Design instr_sequencer_flat, sky130hd; sources not shown.
Fig. 1: a small window of the routed layout
Region (22, 29) to (62, 69) µm. Cells in gray, sequential cells in the stronger gray; small squares are vias.
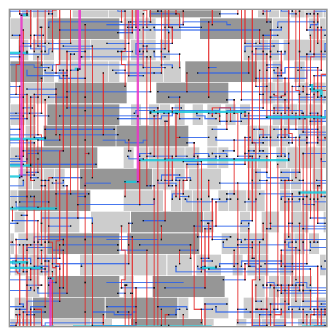
| color | layer |
|---|---|
| blue | met1 |
| red | met2 |
| cyan | met3 |
| magenta | met4 |
cells with their middle in the window: 151
most frequent: nand2_1 (39), inv_1 (22), nor2_1 (21)
sequential cells in the window: 18

Fig. 2: the metal 3 layer
Cells faint in the background.
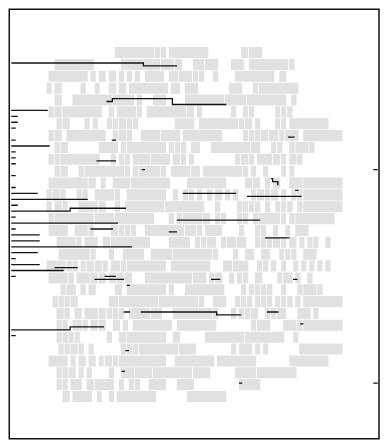
longest straight run: 30.1 µm
nets with wire on the layer: 45
M3 GR Usage: 5.21%
vias: 2,807
Routed Wire Length: 7550 µm

Fig. 3: clock wires, drivers and flops
Scale bar: 20 µm.
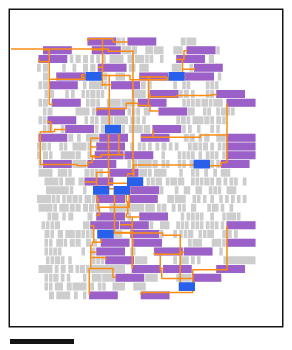
[blue] cells driving clock nets | count: 9
[purple] flip-flops | count: 61
[orange] clock wires | length: 750 µm
flops lie: spread over the die
routed clock nets: 10
Latency at later pin: 0.33 ns
P_clk: 790 µW
Clk pwr share: 46.8%
skew final: 0.0105 ns

==> CHANGELOG.md <==
### Metrics

- Status: completed
- Overflow after GRT: 0
- FFs w/ async S/R, synth: 100%
- Net Count, Synth: 492
- Combinational power: 74.6 µW
- Htree depth: 3
- Switching power: 353 µW
- Chip Area, Yosys: 3490 µm²
- Slew HR: 70.6%
- Residual DRC: 0
- Clk Tree Root Cell: clkbuf_8
- Pre-CTS setup slack: 0.988 ns
- WL met2: 3860 µm
- Worst Setup Start Kind: flip-flop
- Crit-path slowest cell: ha_1
- Met1 GRT Util: 21.3%
- # Cells Yosys: 445
- Post-synth EDFFs: 0
- YS warnings: 0
- Fin cells: 521
- Post-synth top cells: 115 x nand2_1, 62 x nor2_1, 61 x dfrtp_1, 60 x inv_1, 28 x o21ai_0
- Non-clock buffer share of cell area: 0.726%
- First-pass GRT wire length: 13,100 µm
- Number of antenna diodes: 0
- DR iter-0 viols: 122
- Largest cell class by area: logic gates
- Simple share: 27.6%
- Tap cells: 64
- Synth mux share: 2.26%
- GP Congestion: 0.891
- Library cells used by synthesis: 29
Power figures rest on the tool's default switching activity, not on a simulated workload.
